**config.mk**
```make
export PLATFORM = sky130hd
export DESIGN_NAME = issue_scoreboard
export DESIGN_NICKNAME = d
export VERILOG_FILES = /design/src/rtl/issue_scoreboard.sv
export SDC_FILE = /design/constraint.sdc
export NUM_CORES = 1
export LEC_CHECK = 0
export CELL_PAD_IN_SITES_DETAIL_PLACEMENT = 0
export CELL_PAD_IN_SITES_GLOBAL_PLACEMENT = 1
export CORE_MARGIN = 2
export CORE_UTILIZATION = 40
export CTS_BUF_LIST = sky130_fd_sc_hd__clkbuf_8
export CTS_CLUSTER_DIAMETER = 30
export DETAILED_ROUTE_END_ITERATION = 10
export PLACE_DENSITY_LB_ADDON = 0.1
export SLEW_MARGIN = 20
export SYNTH_ARGS = -nofsm -noshare
export SYNTH_HDL_FRONTEND = slang
export SYNTH_SLANG_ARGS = --single-unit
```
**constraint.sdc**
```tcl
create_clock -name clk -period 9.7 [get_ports clk]
set_input_delay 2.425 -clock clk [delete_from_list [all_inputs] [get_ports clk]]
set_output_delay 2.425 -clock clk [all_outputs]
set_load 0.02 [all_outputs]
```
**src/rtl/issue_scoreboard.sv**
```systemverilog
// Issue register between decode and EX with a busy-register scoreboard.
// Stalls decode on RAW/WAW hazards against registers still awaiting writeback.
module issue_scoreboard #(
  parameter int XLEN    = 32,
  parameter int STALL_W = 16,
  localparam int AW     = $clog2(XLEN),
  localparam int NREG   = 1 << AW
) (
  input  logic               clk,
  input  logic               reset,
  input  logic               dec_valid,
  output logic               dec_ready,
  input  logic [3:0]         dec_operation,
  input  logic [AW-1:0]      dec_src1,
  input  logic [AW-1:0]      dec_src2,
  input  logic [AW-1:0]      dec_dest,
  input  logic [XLEN-1:0]    dec_imm,
  input  logic               dec_use_imm,
  input  logic               dec_is_load_store,
  output logic               iss_valid,
  input  logic               iss_ready,
  output logic [3:0]         iss_operation,
  output logic [AW-1:0]      iss_src1,
  output logic [AW-1:0]      iss_src2,
  output logic [AW-1:0]      iss_dest,
  output logic [XLEN-1:0]    iss_imm,
  output logic               iss_use_imm,
  output logic               iss_is_load_store,
  output logic               iss_writes_rd,
  input  logic               wb_valid,
  input  logic [AW-1:0]      wb_dest,
  output logic [5:0]         busy_count,
  output logic [STALL_W-1:0] stall_count,
  output logic               sb_err
);

  localparam logic [3:0] OP_SW = 4'b1001;

  logic               r_iss_valid;
  logic [3:0]         r_iss_operation;
  logic [AW-1:0]      r_iss_src1;
  logic [AW-1:0]      r_iss_src2;
  logic [AW-1:0]      r_iss_dest;
  logic [XLEN-1:0]    r_iss_imm;
  logic               r_iss_use_imm;
  logic               r_iss_is_load_store;
  logic               r_iss_writes_rd;
  logic [NREG-1:0]    r_busy;
  logic [5:0]         r_busy_count;
  logic [STALL_W-1:0] r_stall_count;
  logic               r_sb_err;

  logic               w_is_sw;
  logic               w_writes_rd;
  logic               w_use_rs2;
  logic               w_raw;
  logic               w_waw;
  logic               w_hazard;
  logic               w_ready;
  logic               w_accept;
  logic               w_set;
  logic               w_wb_hit;
  logic [NREG-1:0]    w_set_vec;
  logic [NREG-1:0]    w_clr_vec;
  logic [NREG-1:0]    w_busy_nxt;
  logic               w_stall;

  always_comb begin
    w_is_sw     = dec_is_load_store && (dec_operation == OP_SW);
    w_writes_rd = !w_is_sw;
    // SW reads rs2 as store data even though its immediate feeds the address
    w_use_rs2   = !dec_use_imm || w_is_sw;
    w_raw       = r_busy[dec_src1] || (w_use_rs2 && r_busy[dec_src2]);
    w_waw       = w_writes_rd && (dec_dest != '0) && r_busy[dec_dest];
    w_hazard    = w_raw || w_waw;
    w_ready     = (!r_iss_valid || iss_ready) && !w_hazard;
    w_accept    = dec_valid && w_ready;
    w_stall     = dec_valid && !w_ready;
  end

  always_comb begin
    w_set     = w_accept && w_writes_rd && (dec_dest != '0);
    w_wb_hit  = wb_valid && (wb_dest != '0) && r_busy[wb_dest];
    w_set_vec = '0;
    w_clr_vec = '0;
    if (w_set)    w_set_vec = NREG'(1) << dec_dest;
    if (w_wb_hit) w_clr_vec = NREG'(1) << wb_dest;
    w_busy_nxt    = (r_busy | w_set_vec) & ~w_clr_vec;
    w_busy_nxt[0] = 1'b0;
  end

  always_ff @(posedge clk) begin
    if (reset) begin
      r_iss_valid         <= 1'b0;
      r_iss_operation     <= '0;
      r_iss_src1          <= '0;
      r_iss_src2          <= '0;
      r_iss_dest          <= '0;
      r_iss_imm           <= '0;
      r_iss_use_imm       <= 1'b0;
      r_iss_is_load_store <= 1'b0;
      r_iss_writes_rd     <= 1'b0;
    end else if (w_accept) begin
      r_iss_valid         <= 1'b1;
      r_iss_operation     <= dec_operation;
      r_iss_src1          <= dec_src1;
      r_iss_src2          <= dec_src2;
      r_iss_dest          <= dec_dest;
      r_iss_imm           <= dec_imm;
      r_iss_use_imm       <= dec_use_imm;
      r_iss_is_load_store <= dec_is_load_store;
      r_iss_writes_rd     <= w_writes_rd;
    end else if (iss_ready) begin
      r_iss_valid         <= 1'b0;
    end
  end

  // Set and clear never target the same register, so the count moves by at most one
  always_ff @(posedge clk) begin
    if (reset) begin
      r_busy       <= '0;
      r_busy_count <= '0;
      r_sb_err     <= 1'b0;
    end else begin
      r_busy <= w_busy_nxt;
      if (w_set && !w_wb_hit)
        r_busy_count <= r_busy_count + 6'd1;
      else if (!w_set && w_wb_hit)
        r_busy_count <= r_busy_count - 6'd1;
      if (wb_valid && !w_wb_hit)
        r_sb_err <= 1'b1;
    end
  end

  always_ff @(posedge clk) begin
    if (reset)
      r_stall_count <= '0;
    else if (w_stall && (r_stall_count != '1))
      r_stall_count <= r_stall_count + 1'b1;
  end

  assign dec_ready         = w_ready;
  assign iss_valid         = r_iss_valid;
  assign iss_operation     = r_iss_operation;
  assign iss_src1          = r_iss_src1;
  assign iss_src2          = r_iss_src2;
  assign iss_dest          = r_iss_dest;
  assign iss_imm           = r_iss_imm;
  assign iss_use_imm       = r_iss_use_imm;
  assign iss_is_load_store = r_iss_is_load_store;
  assign iss_writes_rd     = r_iss_writes_rd;
  assign busy_count        = r_busy_count;
  assign stall_count       = r_stall_count;
  assign sb_err            = r_sb_err;

endmodule

```
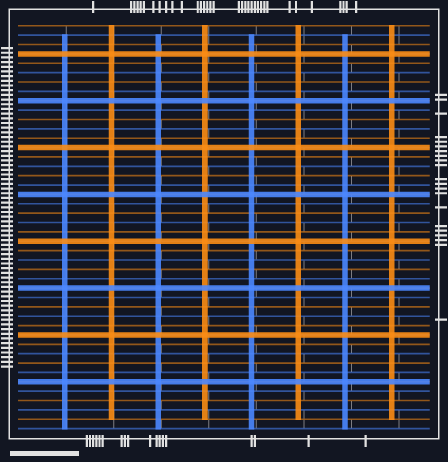
run_1/power_grid.png
Scale bar: 20 microns. Pins as bars on the die edge. Tap cells in gray.
legend:
  blue:
    net: VSS
  orange:
    net: VDD
met4 straps: 8
met1 rails: 44
signal pins: 142

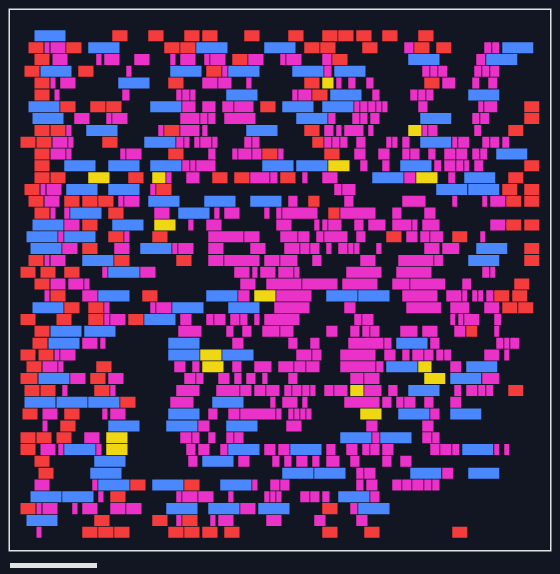
run_1/placement_by_type.png
Scale bar: 20 microns.
legend:
  blue:
    class: sequential cells
    cells: 109
  yellow:
    class: clock drivers and dummy loads
    cells: 16
  magenta:
    class: combinational and other logic
    cells: 459
  red:
    class: remaining buffers and delay cells
    cells: 145

==> impl_metrics.csv, run 1 <==
group,metric,value,unit
logic_synthesis,ys_types,55,
power,leakagePower,0.00289,uW
logic_synthesis,simple_gate_share,0.177,
drt,drt_wl_total,17100,microns
die,fp-utilization,0.414,
global_route,track_usage,0.224,
setup_path,max_stage_delay,1.08,ns
setup_path,startpoint_type,"input port",
drt,drc_errors,0,
timing,drv_slew,0,
setup_path,worstPathRequired,7.28,ns
logic_synthesis,synth-adder-area-share,0.0164,
logic_synthesis,synth-xor-area-share,0.00908,
global_route,gr-usage-met3,0.0743,
global_route,gr-usage-met1,0.298,
clock_network,cts-root-buf,"clkbuf_8",
power,clk-power,273,uW
clock_network,postCtsSetupRepairBufs,0,
power,combPwrFrac,0.249,
drt,via_count,5165,
power,comb-power,251,uW
final_layout,flop_area,2180,sq um
power,power.group.top,"sequential cells",
run_status,status,"complete, no violations",
logic_synthesis,enable_flop_cells,0,
global_route,antenna_found_initial,0,
final_layout,nets,794,
logic_synthesis,yosys_warnings,0,
clock_network,clockBufferDepth,2,
timing,fmax,0.125,GHz
flow_run,log.warning_count,28,
setup_path,crit_type,"input port to output port",
power,ir_drop,0.102,mV
final_layout,drive_above_1_share,0.0878,
clock_network,cts_hold_buffers,0,
logic_synthesis,netlist_area,5790,sq um
power,seq-power,486,uW
drt,drtIter0Drc,364,
die,num_rows,43,
die,pin_count,142,
power,p_seq_frac,0.481,
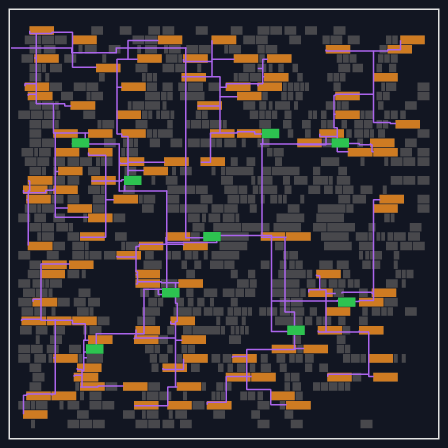
run_1/clk_routes.png
legend:
  purple:
    item: clock wires
    length: 1380 microns
  green:
    item: clock drivers
    count: 9
  orange:
    item: flip-flops
    count: 109
routed clock nets: 10

## run 1: metrics by stage
step / cells / utilization / worst slack (ns) / hold WS, ns
after global placement: 893 / 0.517 / 1.73 / 0.439
after detailed placement: 893 / 0.517 / 1.68 / 0.446
final: 909 / 0.531 / 1.69 / 0.455
after CTS: 909 / 0.531 / 1.67 / 0.462
after global routing: 909 / 0.531 / 1.47 / 0.498
after floorplan: 614 / - / 3.31 / 0.485
## run 1: final timing paths
| path | start | endpoint | slack, ns | cells after the start |
|---|---|---|---|---|
| max | dec_dest[1] | dec_ready | 1.69 | 7 |
| min | sb_err$_SDFFE_PP0P_ | sb_err$_SDFFE_PP0P_ | 0.46 | 2 |
| max reg2reg | r_busy[15]$_SDFF_PP0_ | busy_count[5]$_SDFFE_PP0P_ | 5.75 | 17 |
| min reg2reg | sb_err$_SDFFE_PP0P_ | sb_err$_SDFFE_PP0P_ | 0.46 | 2 |
## run 1: sequential cells by signal, summed over array words and instances, names as in the netlist
register and cells:
iss_use_imm 1, iss_is_load_store 1, busy_count 6, iss_src1 5
iss_valid 1, sb_err 1, iss_writes_rd 1, stall_count 16
iss_src2 5, iss_imm 32, r_busy 31, iss_dest 5
iss_operation 4
## run 1: layer usage
metal / part of all wire / vias to the layer above
met1: 0.44 / 2449
met4: 0.020 / 0
met5: 0 / -
met3: 0.088 / 32
met2: 0.45 / 214
li1: - / 2470
## run 1: layout make-up
| type | instances | share of cell area |
|---|---|---|
| multi-input combinational | 446 | 0.449 |
| sequential | 109 | 0.294 |
| timing repair buffer | 145 | 0.194 |
| tap | 180 | 0.0303 |
| clock buffer | 11 | 0.0204 |
| inverter | 13 | 0.00657 |
| clock inverter | 5 | 0.00573 |
==> inputs of run 2 (changes only) <==
CORE_UTILIZATION = 35   (was 40)
clock period = 6.5 ns   (was 9.7 ns; I/O delays follow)
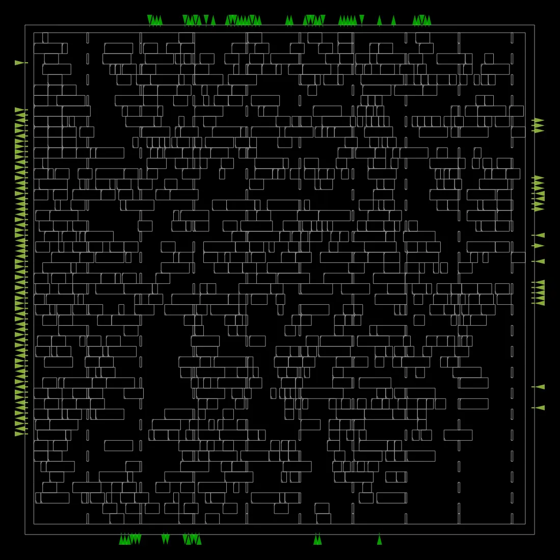
run_2/placement.png
Core ar.: 16300 sq um
Rows: 47

==> run 2 against run 1 <==
Net effect:
- count of clock-buffer cells in the layout shrank 2
- setup slack lost 1.3 ns
- register-to-register slack lost 3.2 ns
- sequential cell count did not move
- sequential share of layout area is 0.47 points lower
- critical endpoint unchanged
- largest cell class unchanged
==> impl_metrics.csv, run 2 <==
group,metric,value,unit
run_status,status,"complete, no violations",
drt,drt_wl_total,17700,microns
die,fp-utilization,0.354,
power,ir_drop,0.0969,mV
setup_path,startpoint_type,"input port",
power,p_seq_frac,0.464,
die,pin_count,142,
setup_path,worstPathRequired,4.88,ns
power,clk-power,460,uW
logic_synthesis,yosys_warnings,0,
final_layout,largest_reg_flops,32,
timing,fmax,0.165,GHz
timing,drv_slew,0,
global_route,track_usage,0.203,
clock_network,clockBufferDepth,2,
setup_path,max_stage_delay,0.84,ns
drt,drc_errors,0,
logic_synthesis,netlist_area,5790,sq um
drt,drtIter0Drc,360,
final_layout,drive_above_1_share,0.0938,
final_layout,nets,801,
power,seq-power,726,uW
global_route,gr-usage-met3,0.0517,
clock_network,cts_hold_buffers,0,
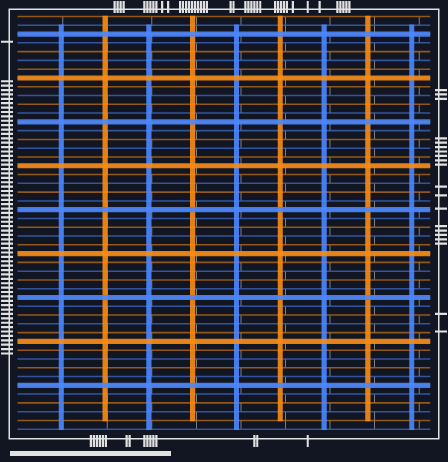
run_2/power_grid.png
Scale bar: 50 microns. Pins as bars on the die edge. Tap cells in gray.
legend:
  orange:
    net: VDD
  blue:
    net: VSS
met5 straps: 9
rows: 47

[run 2: cell counts after synthesis]
No cell type changed its count.
[run 2: path summary, 6_finish.rpt]
kind | from | to | cells after the start
setup / recovery | dec_src1[2] | dec_ready | 8
hold / removal | sb_err$_SDFFE_PP0P_ | sb_err$_SDFFE_PP0P_ | 2
setup reg to reg | r_busy[13]$_SDFF_PP0_ | busy_count[5]$_SDFFE_PP0P_ | 17
hold reg to reg | sb_err$_SDFFE_PP0P_ | sb_err$_SDFFE_PP0P_ | 2
[run 2: cell type report]
cell class,instances,area [sq um]
Clock buffer,9,124
Clock inverter,7,91.3
Fill cell,1601,8800
Inverter,13,48.8
Multi-Input combinational cell,446,3340
Sequential cell,109,2180
Tap cell,220,275
Timing Repair Buffer,152,1490
[run 2: kinds of logic (layout without fill, tap and decap cells)]
logic type	after synthesis	count (layout)	share of synthesized area
AND/OR/NAND/NOR	197	197	0.177
flip-flops	109	109	0.377
XOR/XNOR	6	6	0.00908
buffers and inverters	59	181	0.0478
AND-OR/OR-AND	130	130	0.141
adder cells (fa/ha/maj)	7	7	0.0164
multiplexers	106	106	0.231
[run 2: through the flow]
| stage | cell area (sq um) | cells | worst slack (ns) | power [uW] |
|---|---|---|---|---|
| detailed placement | 7330 | 940 | 0.442 | 1120 |
| global placement | 7330 | 940 | 0.492 | 1120 |
| floorplan | 5790 | 614 | 1.17 | 971 |
| CTS | 7550 | 956 | 0.430 | 1590 |
| finish | 7550 | 956 | 0.424 | 1570 |
| global route | 7550 | 956 | 0.237 | 1650 |
[run 2: metal layers]
metal | routed length, microns | vias up
met5 | 0 | -
met4 | 416 | 0
met2 | 7860 | 178
met3 | 1300 | 30
met1 | 8070 | 2450
li1 | - | 2495
==> inputs of run 3 (changes only) <==
ABC_AREA = 1   (was default)
CORE_UTILIZATION = 33   (was 35)
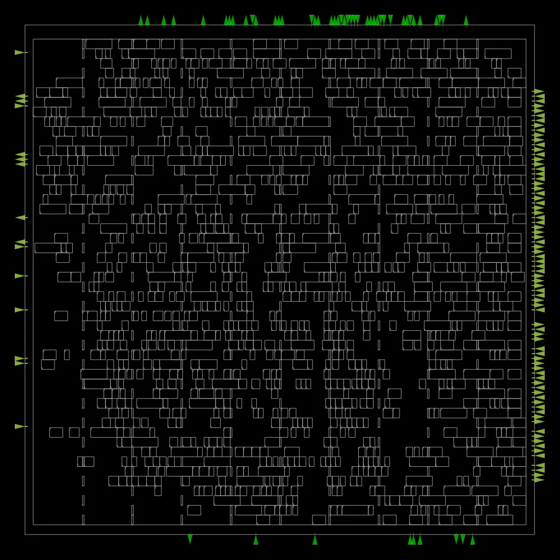
run_3/placement.png
fill count: 2064
Final Non-Filler Cells: 1323
Flops: 109

==> run 3 against run 2 <==
Net effect:
- routed wire length grew 27%
- cell count grew 38%
- count of clock-buffer cells in the layout is the same
- sequential power is essentially flat
- global-route usage grew 1.8 points
- clock skew grew 0.012 ns
- die area grew 16%
- design area grew 6.7%
- register-to-register slack gained 0.24 ns
- non-clock buffer count grew 9
- critical path type unchanged
- largest cell class unchanged
- largest power group unchanged
==> impl_metrics.csv, run 3 <==
group,metric,value,unit
run_status,status,"complete, no violations",
global_route,gr-usage-met3,0.0416,
setup_path,worstPathRequired,4.88,ns
final_layout,nets,1154,
final_layout,area_delta_synth_final,26.9,%
drt,drc_errors,0,
timing,drv_slew,0,
die,core_area,18800,sq um
global_route,track_usage,0.221,
final_layout,largest_reg_flops,32,
logic_synthesis,netlist_area,6350,sq um
final_layout,drive_above_1_share,0.0533,
timing,fmax,0.169,GHz
placement,place_congestion,0.902,
clock_network,cts_buffers,9,
die,fp-utilization,0.338,
drt,wl_met3,1540,microns
power,ir_drop,0.0963,mV
timing,slew_headroom,0.344,
clock_network,clockBufferDepth,2,
die,num_rows,50,
drt,drtIter0Drc,541,
drt,routed.top_layer,"met4",
setup_path,startpoint_type,"input port",
drt,met2_length,9880,microns
logic_synthesis,yosys_warnings,0,
die,pin_count,142,
drt,drt_wl_total,22400,microns
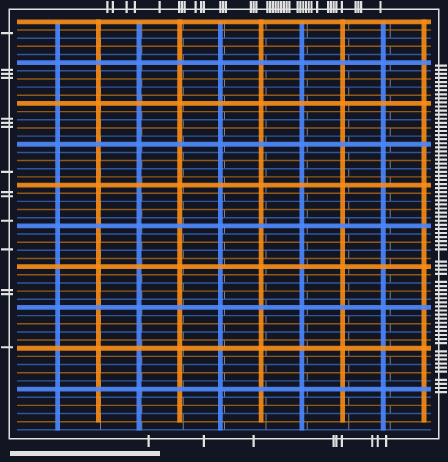
run_3/power_grid.png
Scale bar: 50 microns. Pins as bars on the die edge. Tap cells in gray.
legend:
  orange:
    net: VDD
  blue:
    net: VSS
met5 straps: 10
tap cells: 234
met4 straps: 10
signal pins: 142
met1 rails: 51

## run 3: worst paths after layout
path | depth (start not counted) | start | end | slack, ns
worst max register to register | 24 | r_busy[23]$_SDFF_PP0_ | busy_count[5]$_SDFFE_PP0P_ | 2.81
worst min-delay path | 2 | iss_dest[4]$_SDFFE_PP0P_ | iss_dest[4]$_SDFFE_PP0P_ | 0.47
worst max-delay path | 11 | dec_src1[0] | dec_ready | 0.59
worst min register to register | 2 | iss_dest[4]$_SDFFE_PP0P_ | iss_dest[4]$_SDFFE_PP0P_ | 0.47
## run 3: logic make-up (layout without fill, tap and decap cells)
group,Yosys count,in the layout,share of synthesized area
simple gates,533,533,0.378
xor+xnor,17,17,0.0235
fa+ha+maj,7,7,0.0150
buf+inv,140,254,0.100
compound gates,169,169,0.140
flops,109,109,0.344
## run 3: worst max-delay path: stages
cell and delay [ns]:
clkdlybuf4s50_1 0.77, clkinv_2 0.36, nand2_1 0.09, nand3_1 0.07, nand3_1 0.08, nand3_1 0.09, nand3_1 0.12, nand2_1 0.09
nand2_1 0.08, nor2_4 0.25, clkdlybuf4s50_1 0.66
## run 3: through the flow
stage          power (uW)  instances  area [sq um]  worst slack (ns)
2_1_floorplan        1000        975          6350              1.90
3_3_place_gp         1180       1307          7860             0.609
3_5_place_dp         1170       1307          7860             0.591
4_1_cts              1610       1323          8050             0.572
5_1_grt              1680       1323          8050             0.360
6_report             1590       1323          8050             0.587
## run 3: area by class of cell
type	instances	area [sq um]
Clock inverter	7	73.8
Inverter	77	290
Fill cell	2064	10700
Timing Repair Buffer	161	1560
Tap cell	234	293
Sequential cell	109	2180
Clock buffer	9	124
Multi-Input combinational cell	726	3530
## run 3: report_power, final
| group | switching, uW | internal [uW] |
|---|---|---|
| Clock | 275 | 152 |
| Combinational | 254 | 176 |
| Sequential | 22.6 | 706 |

==> screenshots <==
Wiring by layer.
Scale bar: 50 microns. Only two layers are drawn.
Plate I
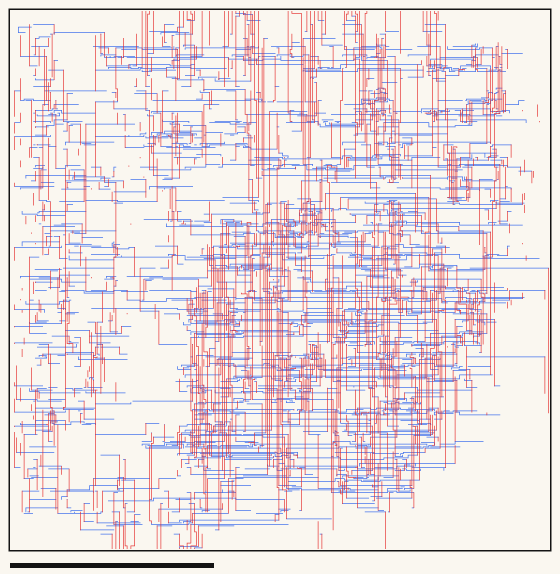
Plate II
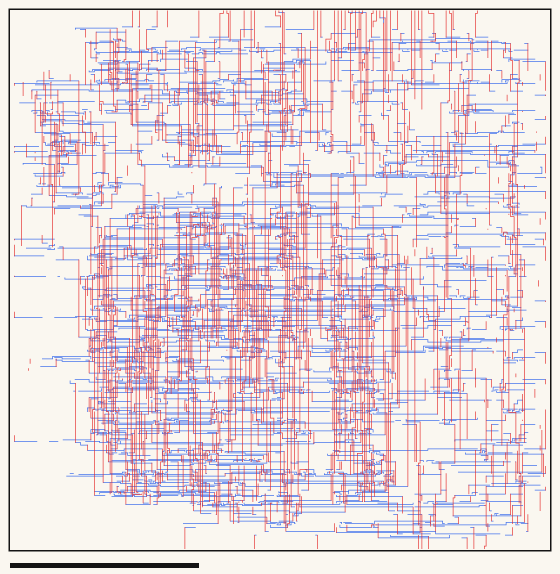
- run 3 = Plate II
- run 2 = Plate I
Of these, largest die: Plate II

Key to Plate II:
legend:
  red:
    layer: metal 2
    wire_length: 9880 microns
  blue:
    layer: metal 1
    wire_length: 10700 microns

Power is estimated from default activity; no workload was simulated.
